$ cat config.mk
export PLATFORM = sky130hd
export DESIGN_NAME = bsg_bp_mem_block_responder
export DESIGN_NICKNAME = d
export VERILOG_FILES = /design/src/rtl/bsg_bp_mem_block_responder.sv
export SDC_FILE = /design/constraint.sdc
export NUM_CORES = 2
export LEC_CHECK = 0
export ABC_AREA = 1
export CELL_PAD_IN_SITES_DETAIL_PLACEMENT = 0
export CELL_PAD_IN_SITES_GLOBAL_PLACEMENT = 1
export CORE_AREA = 2 2 557 559
export CTS_CLUSTER_DIAMETER = 150
export DETAILED_ROUTE_END_ITERATION = 12
export DIE_AREA = 0 0 559 561
export GPL_TIMING_DRIVEN = 0
export PLACE_DENSITY = 0.56
export RECOVER_POWER = 50
export SYNTH_ARGS = -nofsm -noshare
export SYNTH_HDL_FRONTEND = slang
export SYNTH_SLANG_ARGS = --single-unit
$ cat constraint.sdc
create_clock -name clk_i -period 63.7 [get_ports clk_i]
set_input_delay 6.37 -clock clk_i [delete_from_list [all_inputs] [get_ports clk_i]]
set_output_delay 6.37 -clock clk_i [all_outputs]
set_load 0.02 [all_outputs]
$ cat src/rtl/bsg_bp_mem_block_responder.sv
// Block-to-word memory responder.
// Takes one cache-block command at a time from the tile, issues it as in-order
// word transactions (critical word first, wrapping inside the size-aligned
// region), gathers read words back into one block response and echoes the header.
module bsg_bp_mem_block_responder #(
  parameter int paddr_width_p  = 40,
  parameter int block_width_p  = 512,
  parameter int word_width_p   = 64,
  parameter int header_width_p = 96
) (
  input  logic                      clk_i,
  input  logic                      reset_i,

  input  logic [header_width_p-1:0] mem_cmd_header_i,
  input  logic [paddr_width_p-1:0]  mem_cmd_addr_i,
  input  logic [2:0]                mem_cmd_size_i,
  input  logic                      mem_cmd_wr_i,
  input  logic [block_width_p-1:0]  mem_cmd_data_i,
  input  logic                      mem_cmd_v_i,
  output logic                      mem_cmd_ready_o,

  output logic [header_width_p-1:0] mem_resp_header_o,
  output logic [block_width_p-1:0]  mem_resp_data_o,
  output logic                      mem_resp_v_o,
  input  logic                      mem_resp_yumi_i,

  output logic [paddr_width_p-1:0]  word_cmd_addr_o,
  output logic [word_width_p-1:0]   word_cmd_data_o,
  output logic                      word_cmd_wr_o,
  output logic                      word_cmd_v_o,
  input  logic                      word_cmd_ready_i,

  input  logic [word_width_p-1:0]   word_resp_data_i,
  input  logic                      word_resp_v_i,
  output logic                      word_resp_yumi_o
);

  localparam int words_lp     = block_width_p / word_width_p;
  localparam int lg_words_lp  = $clog2(words_lp);
  localparam int lane_w_lp    = (lg_words_lp > 0) ? lg_words_lp : 1;
  localparam int cnt_width_lp = $clog2(words_lp + 1);
  localparam int byte_lg_lp   = $clog2(word_width_p / 8);
  localparam int bit_lg_lp    = $clog2(word_width_p);

  typedef enum logic [1:0] {
    IDLE = 2'd0,
    BUSY = 2'd1,
    RESP = 2'd2
  } state_e;

  // log2 of the word count for a transfer size: at least one word, at most a block
  function automatic int lg_words_for_size(input logic [2:0] size);
    int lg;
    lg = int'(size) + 3 - bit_lg_lp;
    if (lg < 0) begin
      lg = 0;
    end else if (lg > lg_words_lp) begin
      lg = lg_words_lp;
    end else begin
      lg = lg;
    end
    return lg;
  endfunction

  function automatic logic [cnt_width_lp-1:0] words_for_size(input logic [2:0] size);
    return cnt_width_lp'(32'd1 << lg_words_for_size(size));
  endfunction

  // Byte mask of the size-aligned region the word walk wraps inside
  function automatic logic [paddr_width_p-1:0] region_mask(input logic [2:0] size);
    logic [63:0] span;
    span = 64'd1 << (lg_words_for_size(size) + byte_lg_lp);
    return paddr_width_p'(span - 64'd1);
  endfunction

  state_e                    state_r, state_n;
  logic [header_width_p-1:0] header_r;
  logic [paddr_width_p-1:0]  addr_r;
  logic [paddr_width_p-1:0]  mask_r;
  logic                      wr_r;
  logic [block_width_p-1:0]  wdata_r;
  logic [block_width_p-1:0]  rdata_r;
  logic [cnt_width_lp-1:0]   n_r;
  logic [cnt_width_lp-1:0]   issue_cnt_r;
  logic [cnt_width_lp-1:0]   resp_cnt_r;

  logic                      ready_s;
  logic                      cmd_fire_s;
  logic                      word_v_s;
  logic                      issue_fire_s;
  logic                      yumi_s;
  logic                      resp_v_s;
  logic [lane_w_lp-1:0]      issue_lane_s;
  logic [lane_w_lp-1:0]      resp_lane_s;
  logic [paddr_width_p-1:0]  koff_s;
  logic [paddr_width_p-1:0]  word_addr_s;

  // State register
  always_ff @(posedge clk_i or posedge reset_i) begin
    if (reset_i) begin
      state_r <= IDLE;
    end else begin
      state_r <= state_n;
    end
  end

  // Next-state and handshake decode
  always_comb begin
    state_n    = state_r;
    ready_s    = 1'b0;
    word_v_s   = 1'b0;
    yumi_s     = 1'b0;
    resp_v_s   = 1'b0;
    case (state_r)
      IDLE: begin
        ready_s = ~reset_i;
        if (mem_cmd_v_i & ~reset_i) begin
          state_n = BUSY;
        end else begin
          state_n = IDLE;
        end
      end
      BUSY: begin
        word_v_s = (issue_cnt_r < n_r);
        yumi_s   = word_resp_v_i & (resp_cnt_r < issue_cnt_r);
        if (yumi_s && (resp_cnt_r == (n_r - cnt_width_lp'(1)))) begin
          state_n = RESP;
        end else begin
          state_n = BUSY;
        end
      end
      RESP: begin
        resp_v_s = 1'b1;
        if (mem_resp_yumi_i) begin
          state_n = IDLE;
        end else begin
          state_n = RESP;
        end
      end
      default: begin
        state_n = IDLE;
      end
    endcase
    cmd_fire_s   = ready_s & mem_cmd_v_i;
    issue_fire_s = word_v_s & word_cmd_ready_i;
  end

  // Word address walk: keep the region bits of the base, wrap the offset inside it
  always_comb begin
    issue_lane_s = lane_w_lp'(issue_cnt_r);
    resp_lane_s  = lane_w_lp'(resp_cnt_r);
    koff_s       = paddr_width_p'(issue_cnt_r) << byte_lg_lp;
    word_addr_s  = (addr_r & ~mask_r) | ((addr_r + koff_s) & mask_r);
  end

  // Command latch, issue/response counters and read-data gather
  always_ff @(posedge clk_i or posedge reset_i) begin
    if (reset_i) begin
      header_r    <= '0;
      addr_r      <= '0;
      mask_r      <= '0;
      wr_r        <= 1'b0;
      wdata_r     <= '0;
      rdata_r     <= '0;
      n_r         <= '0;
      issue_cnt_r <= '0;
      resp_cnt_r  <= '0;
    end else if (cmd_fire_s) begin
      header_r    <= mem_cmd_header_i;
      addr_r      <= mem_cmd_addr_i;
      mask_r      <= region_mask(mem_cmd_size_i);
      wr_r        <= mem_cmd_wr_i;
      wdata_r     <= mem_cmd_data_i;
      rdata_r     <= '0;
      n_r         <= words_for_size(mem_cmd_size_i);
      issue_cnt_r <= '0;
      resp_cnt_r  <= '0;
    end else begin
      if (issue_fire_s) begin
        issue_cnt_r <= issue_cnt_r + cnt_width_lp'(1);
      end
      if (yumi_s) begin
        resp_cnt_r <= resp_cnt_r + cnt_width_lp'(1);
        if (!wr_r) begin
          rdata_r[int'(resp_lane_s)*word_width_p +: word_width_p] <= word_resp_data_i;
        end
      end
    end
  end

  assign mem_cmd_ready_o   = ready_s;
  assign mem_resp_v_o      = resp_v_s;
  assign mem_resp_header_o = header_r;
  assign mem_resp_data_o   = rdata_r;
  assign word_cmd_v_o      = word_v_s;
  assign word_cmd_addr_o   = word_v_s ? word_addr_s : '0;
  assign word_cmd_data_o   = word_v_s ? wdata_r[int'(issue_lane_s)*word_width_p +: word_width_p] : '0;
  assign word_cmd_wr_o     = word_v_s & wr_r;
  assign word_resp_yumi_o  = yumi_s;

endmodule

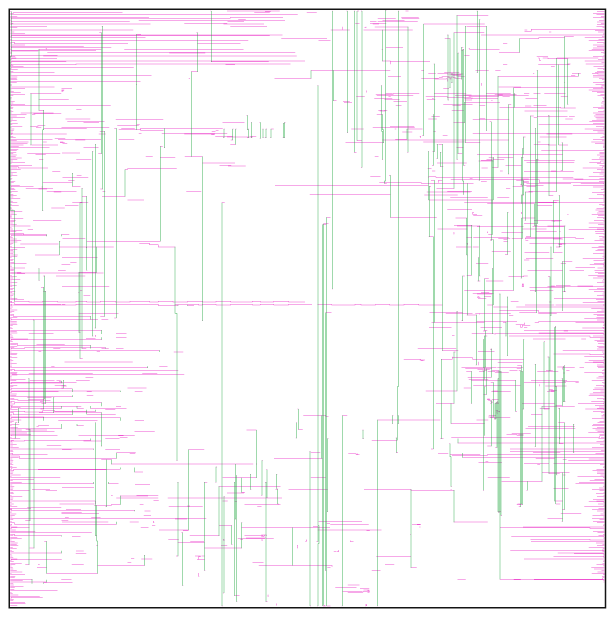
Figure 1: routed metal, one color a layer.
Only two layers are drawn.
- green: metal 4 (wire length 17600 um)
- magenta: metal 3 (wire length 28.2 mm)
Post-Route WL: 388100 um
overall via count from detail_route: 59510
WL/cell: 29.11 um
GRT Util Overall: 23.97%

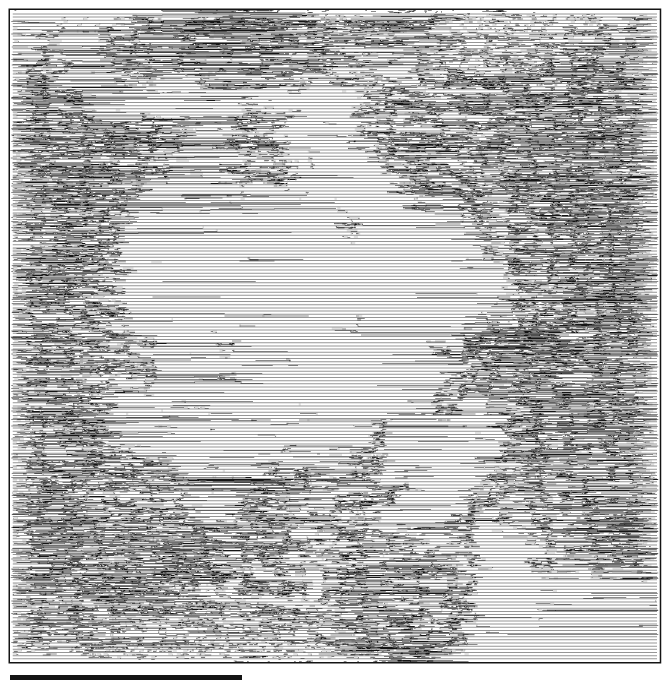
Figure 2: met1 routing.
Bar = 200 um. Supply wires on this layer in gray.
- longest straight run: 214 um
- main direction: horizontal
- nets with wire on the layer: 8961
met1 GRT Util: 27.01%

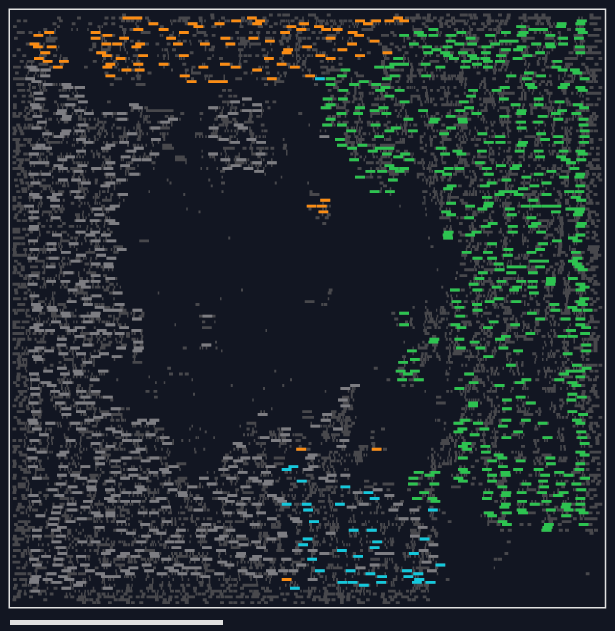
Figure 3: where the registers sit.
Bar = 200 um.
- green: `mem_resp_data_o` (sequential cells 512)
- orange: `mem_resp_header_o` (sequential cells 96)
- cyan: `addr_r` (sequential cells 40; where south)
- not colored: 564
register area: 30330 um^2
Final Core Density: 26.74%
Flop+latch power: 1230 uW
Seq/total area: 36.88%

## worst reg2reg max path: stages, from the launching register on
cell,delay (ps)
dfrtp_1,570
buf_2,380
clkinv_1,280
clkbuf_1,920
buf_2,650
ha_1,340
a21boi_1,140
o21bai_2,160
nand4_2,210
nand2_1,510
nand3_1,820
clkbuf_1,520
nand2_1,150
nand2_1,50
## power groups by stage
| stage | clock network, uW | logic (uW) | registers (uW) |
|---|---|---|---|
| after floorplan | 0 | 951 | 1290 |
| after global placement | 0 | 2180 | 1250 |
| after detailed placement | 0 | 2190 | 1240 |
| after CTS | 951 | 2200 | 1230 |
| after global routing | 978 | 2290 | 1250 |
| final | 927 | 2130 | 1230 |
## cell families (layout without fill, tap and decap cells)
| group | Yosys count | after routing |
|---|---|---|
| and+or+nand+nor | 4328 | 4328 |
| DFF | 1212 | 1212 |
| buffers and inverters | 1009 | 2741 |
| AOI/OAI and AO/OA | 861 | 861 |
| adders and majority gates | 21 | 21 |
| xor gates and xnor gates | 8 | 8 |
| other | 1 | 40 |
| muxes | 1 | 1 |
## Yosys cell counts (6+ instances only)
master / n / area share, %
nand3_1: 99 / 0.87
inv_2: 6 / 0.039
buf_6: 9 / 0.18
buf_4: 40 / 0.52
inv_1: 449 / 2.9
nand4_1: 533 / 5.8
nand3_2: 10 / 0.17
a21oi_1: 279 / 2.4
clkbuf_1: 217 / 1.4
ha_1: 20 / 0.44
nand2_1: 2818 / 18
o21ai_0: 571 / 5.0
nor2_1: 804 / 5.3
buf_2: 244 / 2.1
nor3_1: 46 / 0.40
buf_1: 36 / 0.24
dfrtp_1: 1212 / 53
==> results.ini <==
[critical_path]
cpMostUsedCell = clkbuf_1
path_max_fanout = 114
startpoint = reset_i
crit_buf_inv = 4
arrival_ps = 19300
r2r_setup_slack_ps = 57880
max_stage_delay_ps = 4720
crit_chain = dlygate4sd3_1, clkinvlp_2, clkbuf_1, clkbuf_1
crit_end = wdata_r[30]
worst_r2r_endpoint = mem_resp_data_o[137]
critPathSlowestCell = clkbuf_1
r2r-start = issue_cnt_r[1]
critPathRequiredTime_ps = 63060
path_class = in2async
path_delay_family = buffers and inverters
ff2ff_path_depth = 13
cp-end-kind = asynchronous set/reset pin
worst-path-stages = 4
critPathLaunchType = input port

[timing]
slew_headroom_pct = -338.3
fin_crit_sh_pct = 31.30
setup_tns_ps = 0
hold_violations = 0
setup_ws_ps = 43760
drv_slew = 1033
fin_skew_ps = 50.51
rsz0062_at_grt = false
max_freq_mhz = 50.15
tightest_slew_ps = 6575
fin_crit_ps = 19940
finalSetupViolations = 0
hold_ws_ps = 462.8

[floorplanning]
taps = 4120
core_um2 = 307600
fp_util_pct = 18.62
die_w_um = 559
io_pins = 1439
die-area_um2 = 313600
rows = 204
die_h_um = 561

[global_routing]
grt_overflow = 0
gr-usage-met3_pct = 5.944
grt.busiest_layer = met2
grt_pass1_vias = 60620
grt_max_degree = 122
use_met2_pct = 42.95
grt_pass1_wl_um = 520400
antenna_found_initial = 108

[finish]
drive_gt1_share_pct = 6.235
logic_area_um2 = 22550
flops = 1212
final_layout_top_logic_cell = nand2_1
clock_area_share_pct = 6.348
comb_share_pct = 27.43
inv_count = 458
lay_top_cells = nand2_1 (2820), dfrtp_1 (1212), clkdlybuf4s50_1 (905)
clkbuf_count = 233
fillCellCount = 33760
buffers = 2002
largest_class = flip-flops and latches
area_growth_pct = 43.60
fin_nets = 9801
num-multi-input-gates = 5221
fin_cells = 13330
design_area_um2 = 82230
buf_share_pct = 20.87
n_antenna_cell = 38

[pwr]
p_total_uw = 4286
p_int_uw = 2218
powerDensity_nw_per_um2 = 52.12
p_switching_uw = 2068
power_leakage_uw = 0.04034
irDropWorstVdd_mv = 0.04488
p_sw_share_pct = 48.25
combinationalPowerShare_pct = 49.7
seqPwrFrac_pct = 28.6
clkPwrFrac_pct = 21.6

[placed_design]
post-place-ws_ps = 48910
dp_hpwl_um = 320800
place_area_um2 = 77170
gp_congestion = 0.9603
dp_cells = 13010
port_buffers = 1438

[hold_path]
whs_path_depth = 2
min_from = mem_resp_data_o[100]
min_to = mem_resp_data_o[100]
worst_hold_path_type = reg2reg

[run_status]
violations = max-capacitance violations, max-slew violations
status = complete, but fails checks

[clock_network]
ctsHtreeMaxLevel = 4
clock_sinks = 1212
cts_resized = 0
cts_made_buffers = 163
clockRootBuffer = clkbuf_16
cts_tree = yes
cts.reportedPaths.clkPinSlew_ps = 50
ctsHoldBuffers = 0
worstSkewPairLatency_ps = 850
cts.path.max_buffers = 4
post_cts_buffers = 0

[synthesis]
yosys.area_share.simple_pct = 31.23
top_logic_kind = simple AND/OR/NAND/NOR gates
flop_cell = dfrtp_1
ys_types = 40
aoi_share_pct = 7.564
yosysCellCount = 7441
syn_avg_cell_area_um2 = 7.696
ys_chip_area_um2 = 57270
ys_sh_adder_pct = 0.4719
edf_count = 0
synth_area_um2 = 57270
synthXorXnorAreaFrac_pct = 0.1224
synthCells = 7441
postSynthSeqShare_pct = 52.96
ys_ff = 1212
async_flop_share_pct = 100.0
yosys-mux-area-fraction_pct = 0.01748
yosysWarnings = 0

[detailed_routing]
first_pass_iters = 9
viasPerCell = 4.464
drc_errors = 0
wl_met1_um = 146300
top_layer = met5
wl_met2_um = 195500
drtIter0Drc = 4697
drtAntennaViolNets = 0
wl_met3_um = 28210

[job]
warning_count = 52
max_cap_violations = 10

Power and IR drop assume default switching activity.
